File: config.mk
export PLATFORM = sky130hd
export DESIGN_NAME = dcache_responder
export DESIGN_NICKNAME = d
export VERILOG_FILES = /design/src/rtl/dcache_responder.sv
export SDC_FILE = /design/constraint.sdc
export NUM_CORES = 1
export LEC_CHECK = 0
export CORE_AREA = 2 2 312 314
export DETAILED_ROUTE_END_ITERATION = 10
export DIE_AREA = 0 0 314 316
export GPL_TIMING_DRIVEN = 0
export SLEW_MARGIN = 20
export SYNTH_ARGS = -nofsm -noshare
export SYNTH_HDL_FRONTEND = slang
export SYNTH_SLANG_ARGS = --single-unit
File: constraint.sdc
create_clock -name clk -period 5.3 [get_ports clk]
set_input_delay 0.53 -clock clk [delete_from_list [all_inputs] [get_ports clk]]
set_output_delay 0.53 -clock clk [all_outputs]
set_load 0.02 [all_outputs]
File: src/rtl/dcache_responder.sv
// Direct-mapped, one-word-per-line, write-through data cache answering Dispatch load/store requests.
// Load misses stall Dispatch with busy while the line is refilled from backing memory.
//
// state  | meaning
// IDLE   | accepting requests; hits and stores answered next cycle
// REFILL | waiting for mem_rd_valid for the latched miss line
// REPLAY | refilled word on data/hit_indicator; requests not accepted
module dcache_responder #(
    parameter int ADDR_W = 32,
    parameter int DATA_W = 32,
    parameter int LINES  = 16
) (
    input  logic              clk,
    input  logic              rst_n,
    input  logic [1:0]        operation_type,
    input  logic              store_instr_indicator,
    input  logic [ADDR_W-1:0] memory_address,
    input  logic [DATA_W-1:0] data_to_be_written_to_sram,
    input  logic [3:0]        bytes_select,
    output logic [DATA_W-1:0] data,
    output logic              hit_indicator,
    output logic              busy,
    output logic              mem_rd_req,
    output logic [ADDR_W-1:0] mem_rd_addr,
    input  logic              mem_rd_valid,
    input  logic [DATA_W-1:0] mem_rd_data,
    output logic              mem_wr_en,
    output logic [ADDR_W-1:0] mem_wr_addr,
    output logic [DATA_W-1:0] mem_wr_data,
    output logic [3:0]        mem_wr_be
);

    localparam int IDX_W = $clog2(LINES);
    localparam int TAG_W = ADDR_W - 2 - IDX_W;

    typedef enum logic [1:0] {IDLE, REFILL, REPLAY} state_t;

    state_t            state;
    logic [LINES-1:0]  valid;
    logic [TAG_W-1:0]  tag_arr  [LINES];
    logic [DATA_W-1:0] data_arr [LINES];
    logic [IDX_W-1:0]  miss_idx;
    logic [TAG_W-1:0]  miss_tag;

    logic [IDX_W-1:0]  req_idx;
    logic [TAG_W-1:0]  req_tag;
    logic              is_load;
    logic              is_store;
    logic              line_hit;
    logic              unused_ok;

    assign req_idx   = memory_address[2 +: IDX_W];
    assign req_tag   = memory_address[ADDR_W-1 -: TAG_W];
    assign is_load   = (operation_type == 2'b01);
    assign is_store  = (operation_type == 2'b10);
    assign line_hit  = valid[req_idx] && (tag_arr[req_idx] == req_tag);
    assign unused_ok = ^{store_instr_indicator, memory_address[1:0]};

    function automatic logic [DATA_W-1:0] merge_bytes(input logic [DATA_W-1:0] old_word,
                                                      input logic [DATA_W-1:0] new_word,
                                                      input logic [3:0]        be);
        logic [DATA_W-1:0] m;
        m = old_word;
        for (int i = 0; i < 4; i++) begin
            if (be[i]) m[8*i +: 8] = new_word[8*i +: 8];
        end
        return m;
    endfunction

    // Array storage carries no reset; the valid bits alone decide whether a line is usable.
    always_ff @(posedge clk) begin
        if (state == REFILL && mem_rd_valid) begin
            data_arr[miss_idx] <= mem_rd_data;
            tag_arr[miss_idx]  <= miss_tag;
        end else if (state == IDLE && is_store && line_hit) begin
            data_arr[req_idx] <= merge_bytes(data_arr[req_idx], data_to_be_written_to_sram,
                                             bytes_select);
        end
    end

    always_ff @(posedge clk or negedge rst_n) begin
        if (!rst_n) begin
            state         <= IDLE;
            valid         <= '0;
            miss_idx      <= '0;
            miss_tag      <= '0;
            data          <= '0;
            hit_indicator <= 1'b0;
            busy          <= 1'b0;
            mem_rd_req    <= 1'b0;
            mem_rd_addr   <= '0;
            mem_wr_en     <= 1'b0;
            mem_wr_addr   <= '0;
            mem_wr_data   <= '0;
            mem_wr_be     <= '0;
        end else begin
            hit_indicator <= 1'b0;
            mem_rd_req    <= 1'b0;
            mem_wr_en     <= 1'b0;
            case (state)
                IDLE: begin
                    if (is_load) begin
                        if (line_hit) begin
                            data          <= data_arr[req_idx];
                            hit_indicator <= 1'b1;
                        end else begin
                            busy        <= 1'b1;
                            mem_rd_req  <= 1'b1;
                            mem_rd_addr <= {memory_address[ADDR_W-1:2], 2'b00};
                            miss_idx    <= req_idx;
                            miss_tag    <= req_tag;
                            state       <= REFILL;
                        end
                    end else if (is_store) begin
                        mem_wr_en     <= 1'b1;
                        mem_wr_addr   <= {memory_address[ADDR_W-1:2], 2'b00};
                        mem_wr_data   <= data_to_be_written_to_sram;
                        mem_wr_be     <= bytes_select;
                        hit_indicator <= 1'b1;
                    end
                end
                REFILL: begin
                    if (mem_rd_valid) begin
                        valid[miss_idx] <= 1'b1;
                        data            <= mem_rd_data;
                        hit_indicator   <= 1'b1;
                        busy            <= 1'b0;
                        state           <= REPLAY;
                    end
                end
                REPLAY: state <= IDLE;
                default: state <= IDLE;
            endcase
        end
    end

endmodule

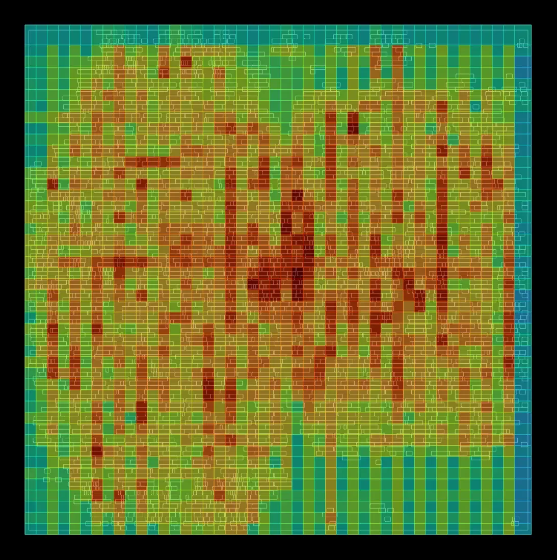
**Above:** congestion heat map.
Global Route Usage Sum: 0.238
routing usage on met3: 0.0441

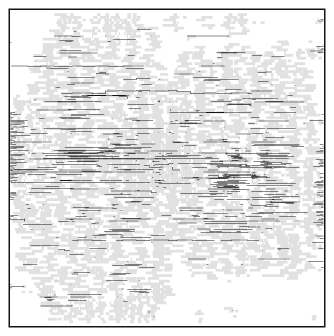
**Above:** metal 3.
Scale: 1 px per um. Cells faint in the background.
367 nets have wire on it. The layer holds 7.5% of the routed length. The layer carries 8770 um of wire. The wires run mostly horizontal.

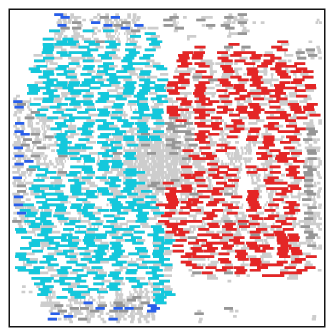
**Above:** where the registers sit.
Scale: 1 px per um.
Red shows tag_arr, placed flops 416. Blue shows mem_wr_data, placed flops 32. Cyan shows data_arr, placed flops 512.
seq pwr: 10.5 mW
sequential cell area share: 0.605

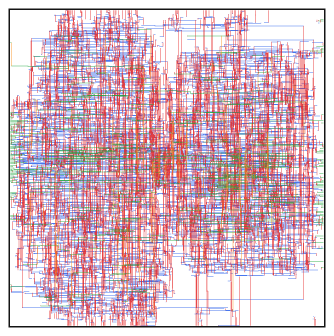
**Above:** metal layers overlaid.
Scale: 1 px per um.
Orange shows met4, wire length 3380 um. Red shows met2, wire length 56.7 mm. Blue shows met1, wire length 48.2 mm. Green shows met3, wire length 8770 um.

==> run_results.csv <==
group,metric,value,unit
status,status,"complete, no violations",
cells_and_area,mi_logic_area,0.0110,mm2
cells_and_area,comb_share,0.210,
timing,hold_slack,0.299,ns
timing,relSlewSlack,0.246,
critical_path,r2r_slack,0.39,ns
synth,edf_count,928,
routing,drt-initial-drc-count,2656,
cells_and_area,areaGrowthSynthToFinish,22.3,%
clock_network,postCtsHoldBufs,1,
cells_and_area,layout_top_cells,"edfxtp_1, mux4_2, clkdlybuf4s50_1",
routing,route.met2.wl,56700,um
timing,setup_ws,0.0968,ns
critical_path,timing.rr.start,"tag_arr[13][2]",
global_routing,grt.busiest_layer,"met2",
critical_path,crit_top_cell,"buf_2",
clock_network,cts_setup_buffers,15,
cells_and_area,finalNonFillerCells,3899,
routing,drc,0,
critical_path,path_buffers,8,
pwr,power_density,401,mW/mm2
place,gp_congestion,0.865,
pwr,p_seq_frac,0.499,
cells_and_area,bufAreaShareNonClock,0.0861,
global_routing,globalRouteOverflowTotal,0,
critical_path,worstSetupStartpointType,"primary input",
timing,period_minus_slack,5.20,ns
global_routing,grt_use_met1,0.328,
place,dp_slack,-1.74,ns
synth,largest_area_cell,"edfxtp_1",
routing,wl_per_cell,30.0,um
routing,vias,22700,
synth,ys_sh_simple,0.0288,
critical_path,r2r_end,"data_arr[4][31]",
pwr,switchingPower,5.29,mW
hold_path,holdCritPathClass,"primary input to async pin",
place,portBuffers,225,
pwr,p_int,15.7,mW
cells_and_area,drive_gt1_frac,0.302,
synth,synth.logic.top_family,"multiplexers",
critical_path,cp.depth,17,
routing,routed_wl,117000,um
timing,grt_setup_unrepaired,"no",
floorplanning,die_width,314,um
synth,compound_area_frac,0.0157,
synth,ys.flops,1078,
synth,ys_chip_area,0.0428,mm2
critical_path,crit_type,"primary input to register",
pwr,power_frac_comb,0.140,
place,dpl-instance-area,0.0483,mm2
floorplanning,ioPinCount,242,
clock_network,numCtsBuffers,111,
timing,post-route-period-util,0.982,
clock_network,insertion_delay,0.72,ns
timing,hold_viol,0,
pwr,power.group.top,"registers",
routing,wl_met3,8770,um
flow_run,warning_count,31,
pwr,peakVddDrop,0.268,mV
pwr,p_clk_frac,0.361,
place,place_inst,3661,
critical_path,cp-end-kind,"register",
cells_and_area,stdcell_area,0.0523,mm2
synth,ys_types,66,
synth,synth.avg_cell_area,20.5,um2
cells_and_area,final_util,0.545,
routing,wl_met1,48200,um
synth,most_common_cell,"edfxtp_1",
timing,drv_slew,0,
cells_and_area,nets,2629,
routing,viasPerCell,5.83,
floorplanning,rows,114,
timing,tightest_slew,1.13,ns
floorplanning,die_area,0.0992,mm2
synth,synth.area.top_cells,"edfxtp_1, mux4_2, dfrtp_1",
routing,drtAntennaViolNets,0,
timing,finClkSkew,0.0410,ns
global_routing,grt_first_pass_wirelength,167000,um
synth,xor_share,0.00614,
synth,ys_warn_count,0,
pwr,switching_share,0.252,
floorplanning,core_util_floorplan,0.445,
routing,maxUsedRoutingLayer,"met4",
critical_path,rr_worst_depth,13,
timing,tns,0,ns
pwr,power_leakage,17.9,nW
synth,postSynth.asyncResetShare,0.139,
cells_and_area,final-clk-cell-share,0.0682,
cells_and_area,area_dominant_class,"flip-flops and latches",
clock_network,tritoncts,"yes",
global_routing,grt_use_met2,0.387,
critical_path,cp_slowest_cell,"nor4_1",
floorplanning,die_y,316,um
cells_and_area,n_sequential_cell,1078,
cells_and_area,logic_gate_count,888,
global_routing,grt_pass1_vias,23400,
synth,yosys.area_share.adder,0,
timing,finalSetupViolCount,0,
cells_and_area,largest_reg_flops,512,
synth,syn_area,0.0428,mm2
critical_path,cp_top_family,"buffers and inverters",
pwr,powerClk,7.57,mW
clock_network,cts.sinks,1078,
global_routing,grt_max_degree,57,
place,dpl.hpwl,78200,um
cells_and_area,signal_buffers,432,
global_routing,antenna_found_initial,1,
synth,synthFlopType,"edfxtp_1",
clock_network,cts_root_buffer,"clkbuf_16",
pwr,p_total,21.0,mW
critical_path,cp.arrival,5.61,ns
cells_and_area,regArea,0.0316,mm2
timing,fmax,192,MHz
clock_network,cts_max_level,3,
critical_path,slowest_delay,0.44,ns
cells_and_area,regMostFlops,"data_arr",
cells_and_area,inverters_excl_clock,12,
synth,yosys_cells,2090,
cells_and_area,fill_cells,7329,
cells_and_area,lay_top_count,"edfxtp_1",
critical_path,path_max_fanout,10,
floorplanning,core-area,0.0960,mm2
cells_and_area,reg.largest.list,"data_arr: 512 flops, tag_arr: 416 flops",
Power figures rest on the tool's default switching activity, not on a simulated workload.
